File: config.mk
export PLATFORM = sky130hd
export DESIGN_NAME = mbist_march_ctrl
export DESIGN_NICKNAME = d
export VERILOG_FILES = /design/src/rtl/mbist_pkg.sv /design/src/rtl/mbist_addr_gen.sv /design/src/rtl/mbist_march_ctrl.sv
export SDC_FILE = /design/constraint.sdc
export NUM_CORES = 1
export LEC_CHECK = 0
export CAP_MARGIN = 20
export CORE_MARGIN = 4
export CORE_UTILIZATION = 40
export CTS_CLUSTER_DIAMETER = 200
export DETAILED_ROUTE_END_ITERATION = 6
export GPL_TIMING_DRIVEN = 0
export SYNTH_ARGS = -nofsm -noshare
export SYNTH_HDL_FRONTEND = slang
export SYNTH_SLANG_ARGS = --single-unit
File: constraint.sdc
create_clock -name clk -period 3.35 [get_ports clk]
set_clock_uncertainty 0.05 [all_clocks]
set_input_delay 0.5025 -clock clk [delete_from_list [all_inputs] [get_ports clk]]
set_output_delay 0.5025 -clock clk [all_outputs]
set_load 0.1 [all_outputs]
File: src/rtl/mbist_pkg.sv
// mbist_pkg: March C- element/op table and FSM types shared by the BIST engine.
package mbist_pkg;
  typedef enum logic [2:0] {M0, M1, M2, M3, M4, M5} elem_t;
  typedef enum logic [1:0] {OP_R0, OP_R1, OP_W0, OP_W1} op_t;
  typedef enum logic [1:0] {IDLE, RUN, DONE} state_t;
  // op encoding: bit1 = write, bit0 = data value (written or expected)
  function automatic op_t march_op(elem_t e, logic i);
    return e == M0 ? OP_W0 :
           e == M5 ? OP_R0 :
           (e == M1 || e == M3) ? (i ? OP_W1 : OP_R0) : (i ? OP_W0 : OP_R1);
  endfunction
  function automatic logic [1:0] op_cnt(elem_t e);
    return (e == M0 || e == M5) ? 2'd1 : 2'd2;
  endfunction
  function automatic logic elem_down(elem_t e);
    return e == M3 || e == M4;
  endfunction
endpackage

File: src/rtl/mbist_addr_gen.sv
// mbist_addr_gen: loadable up/down address counter with an end-of-sweep flag.
module mbist_addr_gen #(
  parameter int ADDR = 8
) (
  input  logic            clk,
  input  logic            rst,
  input  logic            load_i,
  input  logic            dir_i,
  input  logic            step_i,
  output logic [ADDR-1:0] addr_o,
  output logic            last_o
);
  logic dir_q;
  // direction is latched at load so the flag never depends on the caller's next-state logic
  always_ff @(posedge clk) begin
    if (rst) begin
      addr_o <= '0;
      dir_q  <= 1'b0;
    end else if (load_i) begin
      addr_o <= dir_i ? '1 : '0;
      dir_q  <= dir_i;
    end else if (step_i) begin
      addr_o <= dir_q ? addr_o - ADDR'(1) : addr_o + ADDR'(1);
    end
  end
  assign last_o = addr_o == (dir_q ? '0 : '1);
endmodule

File: src/rtl/mbist_march_ctrl.sv
// mbist_march_ctrl: March C- BIST engine driving a 1-bit RAM; MBIST_DIAG_EN adds first-fail capture ports.
module mbist_march_ctrl
  import mbist_pkg::*;
#(
  parameter int ADDR  = 8,
  parameter int CNT_W = 12
) (
  input  logic             clk,
  input  logic             rst,
  input  logic             start,
  output logic             ram_cs,
  output logic             ram_we,
  output logic             ram_oe,
  output logic [ADDR-1:0]  ram_addr,
  output logic             ram_din,
  input  logic             ram_dout,
  output logic             busy,
  output logic             done,
  output logic             fail,
  output logic [CNT_W-1:0] fail_cnt
`ifdef MBIST_DIAG_EN
  ,
  output logic [ADDR-1:0]  fail_addr,
  output logic [2:0]       fail_elem,
  output logic             fail_exp
`endif
);
  state_t state_q, state_d;
  elem_t  elem_q, elem_d;
  logic   op_q, op_d;
  logic   run, go, op_end, el_end, fin, mis, exp_bit, ld, dir, stp, a_last, run_d;
  op_t    nxt_op;
  mbist_addr_gen #(.ADDR(ADDR)) u_addr (
    .clk   (clk),
    .rst   (rst),
    .load_i(ld),
    .dir_i (dir),
    .step_i(stp),
    .addr_o(ram_addr),
    .last_o(a_last)
  );
  assign run     = state_q == RUN;
  assign go      = start && !run;
  assign op_end  = {1'b0, op_q} == op_cnt(elem_q) - 2'd1;
  assign el_end  = op_end && a_last;
  assign fin     = run && el_end && elem_q == M5;
  assign exp_bit = march_op(elem_q, op_q) == OP_R1;
  // the RAM presents read data on the negedge, so the read is checked at the edge closing its cycle
  assign mis     = ram_oe && ram_dout != exp_bit;
  always_comb begin
    state_d = go ? RUN : fin ? DONE : state_q;
    elem_d  = go ? M0 : (run && el_end && !fin) ? elem_t'(elem_q + 3'd1) : elem_q;
    op_d    = (go || (run && op_end)) ? 1'b0 : run ? 1'b1 : op_q;
    ld      = go || (run && el_end);
    dir     = elem_down(elem_d);
    stp     = run && op_end && !a_last;
    run_d   = state_d == RUN;
    nxt_op  = march_op(elem_d, op_d);
  end
  always_ff @(posedge clk) begin
    if (rst) begin
      state_q  <= IDLE;
      elem_q   <= M0;
      op_q     <= 1'b0;
      ram_cs   <= 1'b0;
      ram_we   <= 1'b0;
      ram_oe   <= 1'b0;
      ram_din  <= 1'b0;
      busy     <= 1'b0;
      done     <= 1'b0;
      fail     <= 1'b0;
      fail_cnt <= '0;
    end else begin
      state_q  <= state_d;
      elem_q   <= elem_d;
      op_q     <= op_d;
      ram_cs   <= run_d;
      ram_we   <= run_d && nxt_op[1];
      ram_oe   <= run_d && !nxt_op[1];
      ram_din  <= run_d && nxt_op[1] && nxt_op[0];
      busy     <= run_d;
      done     <= state_d == DONE;
      fail     <= go ? 1'b0 : fail || mis;
      fail_cnt <= go ? '0 : (mis && !(&fail_cnt)) ? fail_cnt + CNT_W'(1) : fail_cnt;
    end
  end
`ifdef MBIST_DIAG_EN
  always_ff @(posedge clk) begin
    if (rst || go) begin
      fail_addr <= '0;
      fail_elem <= '0;
      fail_exp  <= 1'b0;
    end else if (mis && !fail) begin
      fail_addr <= ram_addr;
      fail_elem <= elem_q;
      fail_exp  <= exp_bit;
    end
  end
`endif
endmodule

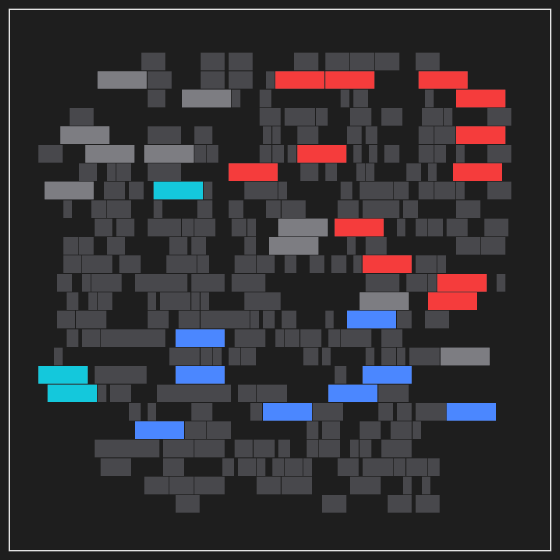
Fig. 1. Sequential cells coloured by netlist name (run 1).
Other sequential cells in the stronger grey, the rest of the logic in the fainter grey.
- u_addr.addr_o: blue (placed flops 8)
- fail_cnt: red (placed flops 12)
- elem_q: cyan (placed flops 3)

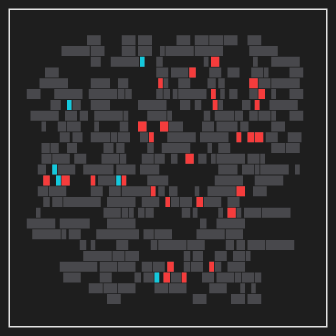
Fig. 2. Gate-type map (run 1).
- NAND gates: red (cells 28)
- inverters: cyan (cells 6)

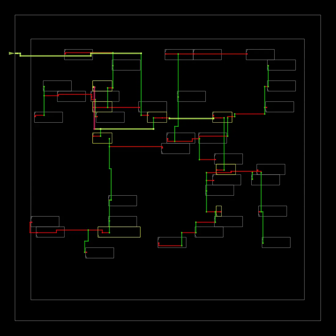
Fig. 3. Clock nets (run 1).
Power Clock: 0.383 mW
cts bufs inserted: 5
clk_lat worst skew: 0.28 ns

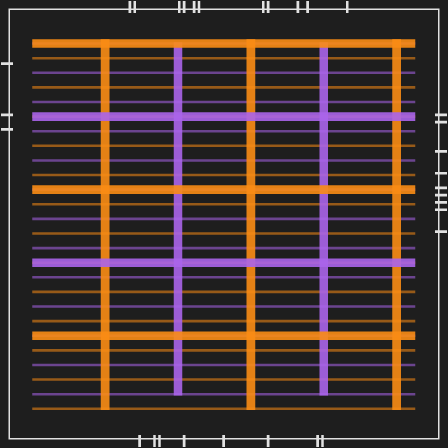
Fig. 4. PDN straps and rails (run 1).
Pins as bars on the die edge.
- VSS: orange
- VDD: purple
- met4 straps: 5
- met5 straps: 5
- rows: 25
- signal pins: 31
- met1 rails: 26

==> flow_metrics.tcl, run 1 <==
# flow metrics
set metrics [dict create \
    h-tree-depth 2 \
    worstMarginPinSlew_ns 0.9795 \
    power_mw 1.034 \
    ctsHoldBuffers 0 \
    crit_chain "ha_1 > and4_1 > o2111ai_4 > o21ai_0 > buf_2 > nor2_1 > a211oi_2" \
    dieArea_um2 6351 \
    synth.net_count 240 \
    slew_headroom_pct 34.49 \
    met1_usage_pct 21.25 \
    synthArstFlopShare_pct 0 \
    busiest_layer "met2" \
    dp_hpwl_mm 3.523 \
    antenna_found_initial 0 \
    ant_nets 0 \
    leakage_nw 0.8672 \
    ys_ff 33 \
    dr.pass1.iters 4 \
    die_h_um 79.69 \
    crit_arrival_ns 2.88 \
    required_ns 3.50 \
    synth.distinct_cells 57 \
    setup-tns-final_ns 0 \
    antenna_cells 0 \
    cts_setup_buffers 0 \
    wl_met3_um 150 \
    crit_fanout 14 \
    irDropWorstVdd_v 0.0002688 \
    use_met3_pct 3.725 \
    clk_path_buf_depth 2 \
    max_freq_mhz 366.0 \
    grt_pass1_wl_mm 7.852 \
    grt_start_max_net_pins 15 \
    vias 1759 \
    ctsResizeCount 0 \
    min_period_ns 2.732 \
    yosys.area_share.simple_pct 24.35 \
    hold_violations 0 \
    grt.overflow.total 0 \
    ys_seq_share_pct 32.14 \
    ys_sh_adder_pct 7.669 \
    placement.io_buffers 29 \
    slowest_delay_ns 0.66 \
    openroad.warnings 28 \
    die_w_um 79.69 \
    crit_slowest_cell "dfxtp_1" \
    ys_cells 224 \
    status "completed" \
    coreArea_um2 4848 \
    initCoreUtil_pct 42.40 \
    synth-edff-count 0 \
    met2WireLength_mm 2.073 \
    syn_inst 224 \
    logic_area_um2 1335 \
    cts_tree "done" \
    nNetsFinal 276 \
    syn_to_final_growth_pct 23.86 \
    hold_class "reg -> reg" \
    synthMuxAreaShare_pct 2.069 \
    synthesis.area_um2 2056 \
    cts.reportedPaths.clkPinSlew_ns 0.07 \
    cp_top_family "AND-OR/OR-AND gates" \
    grt_util_met2_pct 24.62 \
    path_class "reg -> reg" \
    gr-usage-all-layers_pct 15.57 \
    setup_viol_count_final 0 \
    report.final.slew_viol_count 0 \
    num_rows 25 \
    drt_iter0_drc 62 \
    endpoint_kind "register" \
    xor_area_share_pct 7.243 \
    viasPerCell 5.363 \
    io-pin-count 31 \
    cts.sinks 33 \
    grt_pass1_vias 1657 \
    wl_per_cell_um 14.06 \
    synth_top_area_share_pct 32.14 \
    critPathBufInv 1 \
    rsz0062_at_grt "no" \
    wirelength_mm 4.613 \
    wl_met1_mm 2.378 \
    drive_gt1_share_pct 14.18 \
    yosysTopAreaCell "dfxtp_1" \
    fin_area_um2 2546 \
    netlist_logic_family_top "simple AND/OR/NAND/NOR gates" \
    synth_area_per_cell_um2 9.177 \
    maxCapViolCount 0 \
]
run 1: final timing paths:
| check | start | to | slack, ns | cells after the start |
|---|---|---|---|---|
| worst max-delay path | u_addr.dir_q$_SDFFE_PP0P_ | u_addr.dir_q$_SDFFE_PP0P_ | 0.62 | 7 |
| worst min-delay path | fail$_SDFF_PP0_ | fail$_SDFF_PP0_ | 0.41 | 2 |
| worst max register to register | u_addr.dir_q$_SDFFE_PP0P_ | u_addr.dir_q$_SDFFE_PP0P_ | 0.62 | 7 |
| worst min register to register | fail$_SDFF_PP0_ | fail$_SDFF_PP0_ | 0.41 | 2 |
run 1: placed cells by master (no fill, tap or decap), drive strengths merged, types with 8 or more instances in the layout:
cell type / instances
a21oi: 9
a211oi: 10
nor4: 9
clkdlybuf4s50: 29
xnor2: 14
nand2: 12
dfxtp: 33
o21ai: 8
clkbuf: 11
nor2: 27
ha: 11
run 1: kinds of logic (layout without fill, tap and decap cells):
group | after synthesis | after routing
compound gates | 54 | 54
simple gates | 91 | 91
mux | 3 | 3
xor+xnor | 17 | 17
flops | 33 | 33
buf+inv | 14 | 51
fa+ha+maj | 12 | 12
run 1: where the power goes:
group	switching, mW	internal [mW]	total, mW
combinational	0.156	0.0716	0.228
clock	0.141	0.242	0.383
sequential	0.0183	0.405	0.423
total	0.315	0.719	1.03
run 1: registers in the layout (all words and copies together), names as in the netlist:
signal         count
busy               1
op_q               1
ram_din            1
state_q            2
u_addr.addr_o      8
ram_oe             1
done               1
fail               1
elem_q             3
ram_we             1
u_addr.dir_q       1
fail_cnt          12
run 1: worst reg2reg max path: stages, from the launching register on:
cell and delay [ns]:
dfxtp_1 0.66, ha_1 0.31, and4_1 0.32, o2111ai_4 0.21, o21ai_0 0.46, buf_2 0.37, nor2_1 0.09, a211oi_2 0.20
run 1: final cells by class:
cell class | count | area share [%]
Clock buffer | 7 | 3.391
Clock inverter | 1 | 1.179
Inverter | 6 | 0.8845
Timing Repair Buffer | 29 | 11.40
Multi-Input combinational cell | 177 | 52.43
Tap cell | 67 | 3.292
Sequential cell | 33 | 25.95
Buffer | 8 | 1.474
run 1: synthesized netlist by cell type, drive strengths merged, types with 3 or more instances:
cell type / count
ha: 11
nor2: 27
nand2b: 5
nor4: 9
nand2: 12
o21a: 3
xor2: 3
o21ai: 8
a21o: 3
nand3: 7
a21oi: 9
a31oi: 3
nor3: 6
buf: 4
dfxtp: 33
and2: 4
xnor2: 14
inv: 6
or3: 4
clkbuf: 4
nand4: 4
a211oi: 10
nor3b: 4
run 1: per-stage QoR:
step / cells / hold slack [ns] / worst slack (ns) / utilization, %
after floorplan: 224 / 0.4571 / 0.5721 / -
final: 328 / 0.4087 / 0.6179 / 52.52
after CTS: 328 / 0.4107 / 0.6089 / 52.52
after global routing: 328 / 0.4356 / 0.3134 / 52.52
after detailed placement: 320 / 0.4014 / 0.6376 / 50.12
after global placement: 320 / 0.3918 / 0.6711 / 50.12
Fig. 5: run 1, M1 wires
Supply wires on this layer in grey.
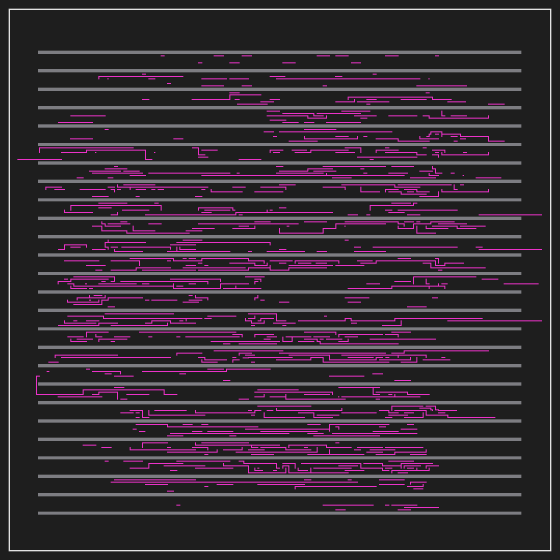

==> run 1 -> run 2 <==
clock period = 2.5 ns   (was 3.35 ns; I/O delays follow)
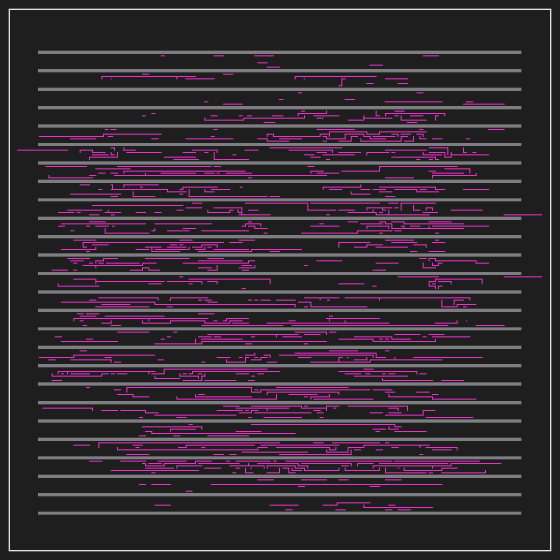
Fig. 6. M1 wires (run 2).
Supply wires on this layer in grey.
- longest straight run: 34.0 um
- share of all routed wire: 51%
- main direction: horizontal
- nets with wire on the layer: 254
- wire length on this layer: 2450 um

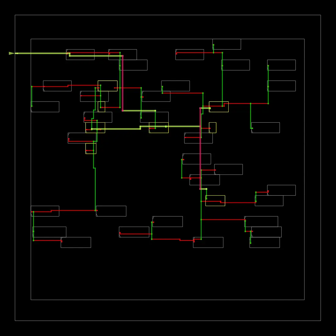
Fig. 7. Clock nets (run 2).
clock buffers: 5
CTS sink count: 33
flop count: 33
Power Clock: 0.399 mW

==> run 2 against run 1 <==
Against the previous run:
- core utilization up 2.7 points
- clock power up 4%
- routed wire length up 4.8%
- count of clock-buffer cells in the layout down 2
- sequential cell count unchanged
==> flow_metrics.tcl, run 2 <==
# flow metrics
set metrics [dict create \
    gr-usage-all-layers_pct 16.58 \
    yosysTopAreaCell "dfxtp_1" \
    hold_class "reg -> reg" \
    cts_tree "done" \
    hold_violations 0 \
    h-tree-depth 2 \
    hp-start "fail$_SDFF_PP0_" \
    status "completed" \
    crit_fanout 14 \
    clk_path_buf_depth 2 \
    final_util_pct 55.25 \
    dp.cells 320 \
    top_cells_by_count "dfxtp_1, nor2_1, xnor2_1" \
    syn_inst 224 \
    power_mw 1.300 \
    viasPerCell 5.310 \
    max_freq_mhz 419.8 \
    nNetsFinal 280 \
    openroad.warnings 29 \
    ys_ff 33 \
    dp_hpwl_mm 3.559 \
    worstSkewPairLatency_ns 0.28 \
    drive_gt1_share_pct 23.02 \
    top_cell "dfxtp_1" \
    worstMarginPinSlew_ns 0.9782 \
    final_cells 332 \
    vias 1763 \
    endpoint_kind "register" \
    largest_register_ffs 12 \
    wirelength_mm 4.835 \
    placement.io_buffers 29 \
    setup_viol_count_final 0 \
    mostFrequentLayoutCell "clkdlybuf4s50_1" \
    r2r-start "u_addr.dir_q$_SDFFE_PP0P_" \
    largestRegisters "fail_cnt x12, u_addr.addr_o x8, elem_q x3" \
    cts_buffers 5 \
    whs_ns 0.4016 \
    die_w_um 79.69 \
    fin_area_um2 2679 \
    antenna_cells 0 \
    synth.distinct_cells 57 \
    synth-edff-count 0 \
    synthArstFlopShare_pct 0 \
    critPathBufInv 1 \
    dr.pass1.iters 4 \
    slew_headroom_pct 34.58 \
    synth_top_area_share_pct 32.14 \
    grt_pass1_wl_mm 8.342 \
    ys_cells 224 \
    logic_area_um2 1435 \
    antenna_found_initial 0 \
    rsz0062_at_grt "yes" \
    ant_nets 0 \
    grt.overflow.total 0 \
    leakage_nw 0.8803 \
    crit_chain "ha_1 > and4_4 > o2111a_2 > nand4_1 > a221oi_4 > a31oi_4 > buf_12 > a211oi_2" \
    cp_top_family "AND-OR/OR-AND gates" \
    crit_arrival_ns 2.53 \
    io-pin-count 31 \
    largest_register "fail_cnt" \
    dieArea_um2 6351 \
    maxCapViolCount 0 \
    initCoreUtil_pct 42.40 \
    num_rows 25 \
    drt_iter0_drc 84 \
    cts.reportedPaths.clkPinSlew_ns 0.08 \
    synth_area_per_cell_um2 9.177 \
    die_h_um 79.69 \
    ys_seq_share_pct 32.14 \
    synthesis.area_um2 2056 \
    coreArea_um2 4848 \
    synth.net_count 240 \
    crit_slowest_cell "dfxtp_4" \
    grt_start_max_net_pins 15 \
]
-- run 2: cell counts after synthesis --
No cell type changed its count.
-- run 2: cells by family (layout without fill, tap and decap cells) --
logic type	after synthesis	after routing	synth area share, %
fa+ha+maj	12	12	7.669
simple gates	91	91	24.35
compound gates	54	54	23.62
mux	3	3	2.069
flops	33	33	32.14
xor+xnor	17	17	7.243
buf+inv	14	55	2.921
-- run 2: where the power goes --
group	switching (mW)	leakage [nW]	internal, mW	total, mW
registers	0.0271	0.273	0.543	0.570
logic	0.218	0.564	0.113	0.331
clock network	0.207	0.0439	0.192	0.399
total	0.452	0.880	0.848	1.30
-- run 2: per-layer routing --
| metal | track usage, % | share of wire [%] | vias to the layer above |
|---|---|---|---|
| met1 | 22.31 | 51 | 832 |
| met2 | 26.63 | 45 | 22 |
| met4 | 4.296 | 0.72 | 0 |
| met5 | 0 | 0 | - |
| li1 | - | - | 904 |
| met3 | 3.837 | 3.3 | 5 |
-- run 2: final cells by class --
class	count	share of cell area, %
multi-input cells	177	53.57
flip-flops and latches	33	25.32
repair buffers	33	12.42
well taps	67	3.129
clock buffers	5	2.569
plain buffers	8	1.495
inverters	6	0.8407
clock inverters	3	0.6539
-- run 2: path summary, 6_finish.rpt --
kind                                    to  slack [ns]  cells after the start
max          u_addr.addr_o[6]$_SDFFE_PP0P_        0.12                      8
min reg2reg                fail$_SDFF_PP0_        0.40                      2
min                        fail$_SDFF_PP0_        0.40                      2
max reg2reg  u_addr.addr_o[6]$_SDFFE_PP0P_        0.12                      8
-- run 2: worst min-delay path: stages, from the launching register on --
cell     delay (ns)
dfxtp_1        0.31
inv_1          0.05
a21oi_1        0.05
-- run 2: timing repair --
action | 4_1_cts | 5_1_grt
pin swaps | 1 | 2
gates resized | 3 | 22
endpoints found under the setup margin | 10 | 12
gates cloned | 0 | 0
buffers inserted | 1 | 3
-- run 2: stage by stage --
step	setup slack, ns	setup TNS, ns
3_3_place_gp	-0.1966	-1.641
2_1_floorplan	0.01783	0
3_5_place_dp	-0.2372	-1.989
4_1_cts	0.02187	0
5_1_grt	-0.01455	-0.01804
6_report	0.1179	0
Power and IR drop assume default switching activity.
